[src/rtl/vga_timing_gen.sv]
`default_nettype none
// ============================================================================
//  Module      : vga_timing_gen
//  Description : 640x480@60 VGA raster timing. A clock divider produces a
//                pixel-rate strobe, horizontal/vertical counters walk the
//                raster, stage 1 registers x/y/isdisplayed and stage 2
//                registers active-low hsync/vsync one clk later so the sync
//                pins line up with the drawer's registered RGB.
//  Revision    : 1.0 - initial release
// ============================================================================
module vga_timing_gen #(
   parameter int HACTIVE = 640,
   parameter int HFP     = 16,
   parameter int HSYNC   = 96,
   parameter int HBP     = 48,
   parameter int VACTIVE = 480,
   parameter int VFP     = 10,
   parameter int VSYNC   = 2,
   parameter int VBP     = 33,
   parameter int CLKDIV  = 2
) (
   input  logic       clk,
   input  logic       reset_n,
   output logic [9:0] x,
   output logic [9:0] y,
   output logic       isdisplayed,
   output logic       hsync,
   output logic       vsync,
   output logic       pixel_tick,
   output logic       frame_end
);

   // Raster geometry; HTOTAL and VTOTAL must not exceed 1024 so the
   // 10-bit counters can hold every position.
   localparam int c_htotal = HACTIVE + HFP + HSYNC + HBP;
   localparam int c_vtotal = VACTIVE + VFP + VSYNC + VBP;

   localparam logic [9:0]  c_h_last   = 10'(c_htotal - 1);
   localparam logic [9:0]  c_v_last   = 10'(c_vtotal - 1);
   // Active-region and sync-window bounds are compared at 11 bits because
   // the upper bounds may equal 1024.
   localparam logic [10:0] c_hactive  = 11'(HACTIVE);
   localparam logic [10:0] c_vactive  = 11'(VACTIVE);
   localparam logic [10:0] c_hs_start = 11'(HACTIVE + HFP);
   localparam logic [10:0] c_hs_end   = 11'(HACTIVE + HFP + HSYNC);
   localparam logic [10:0] c_vs_start = 11'(VACTIVE + VFP);
   localparam logic [10:0] c_vs_end   = 11'(VACTIVE + VFP + VSYNC);

   // Divider width: a one-bit register that never leaves zero when CLKDIV=1.
   localparam int                 c_div_w    = (CLKDIV > 1) ? $clog2(CLKDIV) : 1;
   localparam logic [c_div_w-1:0] c_div_last = c_div_w'(CLKDIV - 1);

   logic [c_div_w-1:0] div_q, div_d;
   logic               tick_q, tick_d;
   logic [9:0]         h_q, h_d;
   logic [9:0]         v_q, v_d;
   logic [9:0]         x_q, y_q;
   logic               disp_q, disp_d;
   logic               hs_raw, vs_raw;
   logic               hsync_q, vsync_q;
   logic               fe_q, fe_d;

   // Next-state for divider, pixel strobe, raster counters and frame pulse.
   always_comb begin
      div_d  = (div_q == c_div_last) ? '0 : div_q + 1'b1;
      tick_d = (div_q == c_div_last);
      h_d    = h_q;
      v_d    = v_q;
      fe_d   = tick_q && (h_q == c_h_last) && (v_q == c_v_last);
      if (tick_q) begin
         if (h_q == c_h_last) begin
            h_d = '0;
            v_d = (v_q == c_v_last) ? '0 : v_q + 1'b1;
         end else begin
            h_d = h_q + 1'b1;
         end
      end
   end

   // Active-video qualifier from the raw counters, registered in stage 1.
   always_comb begin
      disp_d = ({1'b0, h_q} < c_hactive) && ({1'b0, v_q} < c_vactive);
   end

   // Sync windows decoded from the stage-1 coordinates (low inside window).
   always_comb begin
      hs_raw = !(({1'b0, x_q} >= c_hs_start) && ({1'b0, x_q} < c_hs_end));
      vs_raw = !(({1'b0, y_q} >= c_vs_start) && ({1'b0, y_q} < c_vs_end));
   end

   // Divider, counters, stage-1 and stage-2 registers; reset forces sync high.
   always_ff @(posedge clk or negedge reset_n) begin
      if (!reset_n) begin
         div_q   <= '0;
         tick_q  <= 1'b0;
         h_q     <= '0;
         v_q     <= '0;
         x_q     <= '0;
         y_q     <= '0;
         disp_q  <= 1'b0;
         hsync_q <= 1'b1;
         vsync_q <= 1'b1;
         fe_q    <= 1'b0;
      end else begin
         div_q   <= div_d;
         tick_q  <= tick_d;
         h_q     <= h_d;
         v_q     <= v_d;
         x_q     <= h_q;
         y_q     <= v_q;
         disp_q  <= disp_d;
         hsync_q <= hs_raw;
         vsync_q <= vs_raw;
         fe_q    <= fe_d;
      end
   end

   assign x           = x_q;
   assign y           = y_q;
   assign isdisplayed = disp_q;
   assign hsync       = hsync_q;
   assign vsync       = vsync_q;
   assign pixel_tick  = tick_q;
   assign frame_end   = fe_q;

endmodule
`default_nettype wire

[config.mk]
export PLATFORM = sky130hd
export DESIGN_NAME = vga_timing_gen
export DESIGN_NICKNAME = d
export VERILOG_FILES = /design/src/rtl/vga_timing_gen.sv
export SDC_FILE = /design/constraint.sdc
export NUM_CORES = 1
export LEC_CHECK = 0
export CORE_MARGIN = 2
export CORE_UTILIZATION = 56
export CTS_CLUSTER_SIZE = 28
export DETAILED_ROUTE_END_ITERATION = 16
export PLACE_DENSITY = 0.84
export SYNTH_ARGS = -nofsm -noshare
export SYNTH_HDL_FRONTEND = slang
export SYNTH_SLANG_ARGS = --single-unit
[constraint.sdc]
create_clock -name clk -period 3.8 [get_ports clk]
set_input_delay 1.14 -clock clk [delete_from_list [all_inputs] [get_ports clk]]
set_output_delay 1.14 -clock clk [all_outputs]
set_load 0.02 [all_outputs]
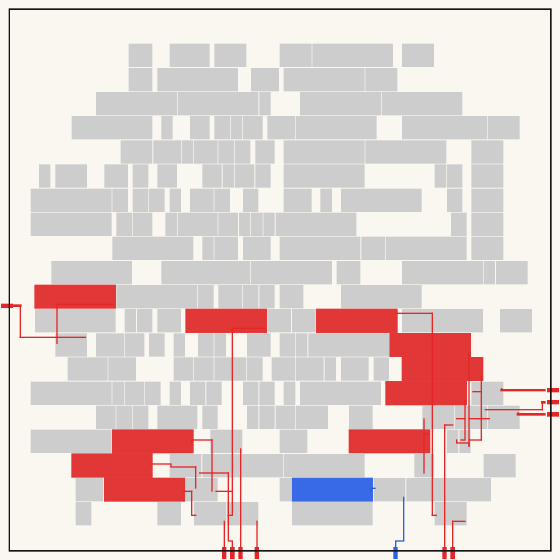
(I/O nets highlighted)
| color | port | bits | direction | edge | end cells | buffers | wire |
|---|---|---|---|---|---|---|---|
| blue | frame_end | 1 | output | south | 1 | 1 | 7.30 microns |
| red | y | 10 | output | 6 south, 3 east, 1 west | 10 | 10 | 197 microns |
PortBufs: 26
num ports: 27

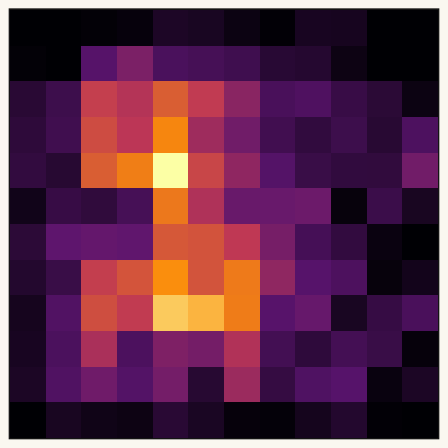
(wiring heat map)
The die is cut into 12 by 12 equal tiles; black is low, pale yellow is high, scaled to the fullest tile. Values are wire area over tile area, all layers added.
densest ninth of the die: center
fullest tile: 0.58
emptiest ninth of the die: north-east

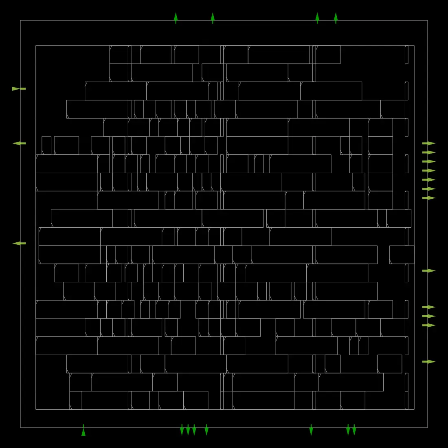
(cell placement)
Fill cells: 218
Core Util, Final: 70.2%
seq_cells: 46
Rows: 20

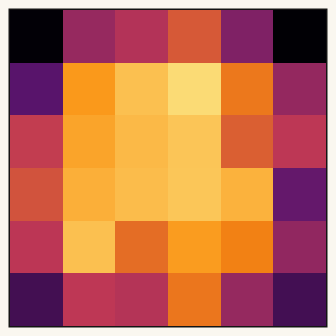
(placement density heat map)
The die is cut into 6 by 6 equal tiles; black is low, pale yellow is high, 0 to 100% covered.
densest ninth of the die: center
fullest tile: 92%
nearly empty tiles: 5.6%

==> changes_impl.md <==
### Metrics

* Outcome: complete, no violations
* Setup CP Type: reg -> out
* Post-synthesis sequential area ratio at 63.7%
* Hold Path Sink: pixel_tick
* Final Cell Area at 2160 sq um
* Postcts setup bufs at 0
* Final setup fails at 0
* Max-slew headroom at 35.9%
* Initial antenna violation count at 0
* Pwr Density at 329 nW/um^2
* Period utilization at 72.0%
* Slew @ Worst Pin at 962 ps
* Root Driver: clkbuf_4
* CP arrival at 1600 ps
* Vert. Die Dim at 60.9 microns
* F_max at 0.365 GHz
* CP top delay family: buffers and inverters
* Area Overhead vs Synth at 19.3%
* Vias/cell at 5.64
* Latency at later pin at 360 ps
* Hold Crit Depth at 0
* Detailed Place HPWL at 2.20 mm
* Hold crit path type: reg -> reg
* Initial core utilization at 58.9%
* Synth async-reset ratio at 100%
* Maximum Capacitance Violations at 0
* Global-route wire length before repair at 5.15 mm
* Ys Warns at 0
-- metal layers --
layer  wire length, microns  track usage (%)
met1                   1380             26.4
met2                   1520             29.8
met3                    174             3.84
met4                     88             12.1
met5                      0                0
-- report_power, final --
part	internal (mW)	total (mW)	leakage, nW	switching (mW)
combinational	0.000373	0.00898	0.307	0.00860
clock	0.0667	0.213	0.0308	0.146
sequential	0.489	0.489	0.598	0
total	0.557	0.711	0.936	0.155
-- final cells by class --
type / instances / area (sq um)
Sequential cell: 46 / 1150
Fill cell: 218 / 917
Multi-Input combinational cell: 97 / 623
Timing Repair Buffer: 26 / 255
Tap cell: 44 / 55.1
Clock buffer: 5 / 37.5
Inverter: 7 / 26.3
Clock inverter: 2 / 10.0
-- kinds of logic (layout without fill, tap and decap cells) --
group / after synthesis / after routing / synth area share, %
XOR/XNOR: 4 / 4 / 1.93
adder cells (fa/ha/maj): 3 / 3 / 2.07
multiplexers: 2 / 2 / 1.11
buffers and inverters: 9 / 40 / 1.93
AND/OR/NAND/NOR: 60 / 60 / 19.1
AND-OR/OR-AND: 28 / 28 / 10.2
flip-flops: 46 / 46 / 63.7
-- flip-flops by register name (all words and copies together) (netlist names) --
register     count
h_q             10
isdisplayed      1
x               10
y               10
hsync            1
frame_end        1
v_q             10
vsync            1
div_q            1
pixel_tick       1
-- cells in the final DEF, fill, tap and decap left out, drive strengths merged, types with 2 or more instances in the layout --
cell type	count
nor4bb	2
and4	2
ha	3
clkinv	2
mux2i	2
clkbuf	5
or4	2
a22o	4
nor3	8
nand3	10
o21a	2
and3	3
o21ai	10
nand2	12
dfrtp	44
dfstp	2
nor4	3
clkdlybuf4s50	25
o31ai	3
xnor2	3
inv	7
a21o	5
nor2	8
nand4	5
a21oi	2
-- worst max path at each step --
| stage | end | slack [ps] | cells after the start |
|---|---|---|---|
| CTS | pixel_tick | 1060 | 1 |
| floorplan | v_q[3] | 1940 | 6 |
| global route | pixel_tick | 990 | 1 |
| detailed placement | pixel_tick | 1490 | 1 |
| finish | pixel_tick | 1060 | 1 |
| global placement | pixel_tick | 1490 | 1 |
-- stage by stage --
step | setup slack [ps] | power [mW] | util, % | instances | hold slack [ps]
finish | 1060 | 0.711 | 70.2 | 227 | 398
global route | 986 | 0.734 | 70.2 | 227 | 412
CTS | 1060 | 0.720 | 70.2 | 227 | 401
detailed placement | 1490 | 0.508 | 68.7 | 220 | 363
global placement | 1490 | 0.508 | 68.7 | 220 | 368
floorplan | 1940 | 0.499 | - | 152 | 354
-- cells in the mapped netlist (2+ instances only) --
master	n	area share [%]
a21oi_1	2	0.55
or4_1	2	0.83
nand4_1	5	1.7
and4_1	2	0.97
a21o_1	5	2.1
and3_1	3	1.0
inv_1	7	1.5
o21a_1	2	0.83
dfrtp_1	44	61
nor3_1	8	2.2
nand3_1	10	2.8
nor4bb_1	2	1.1
o21ai_0	10	2.8
nor4_1	2	0.69
mux2i_1	2	1.1
nand2_1	12	2.5
nor2_1	8	1.7
dfstp_2	2	2.9
a22o_1	4	1.9
xnor2_1	3	1.5
ha_1	3	2.1
o31ai_1	3	1.2
Power figures rest on the tool's default switching activity, not on a simulated workload.
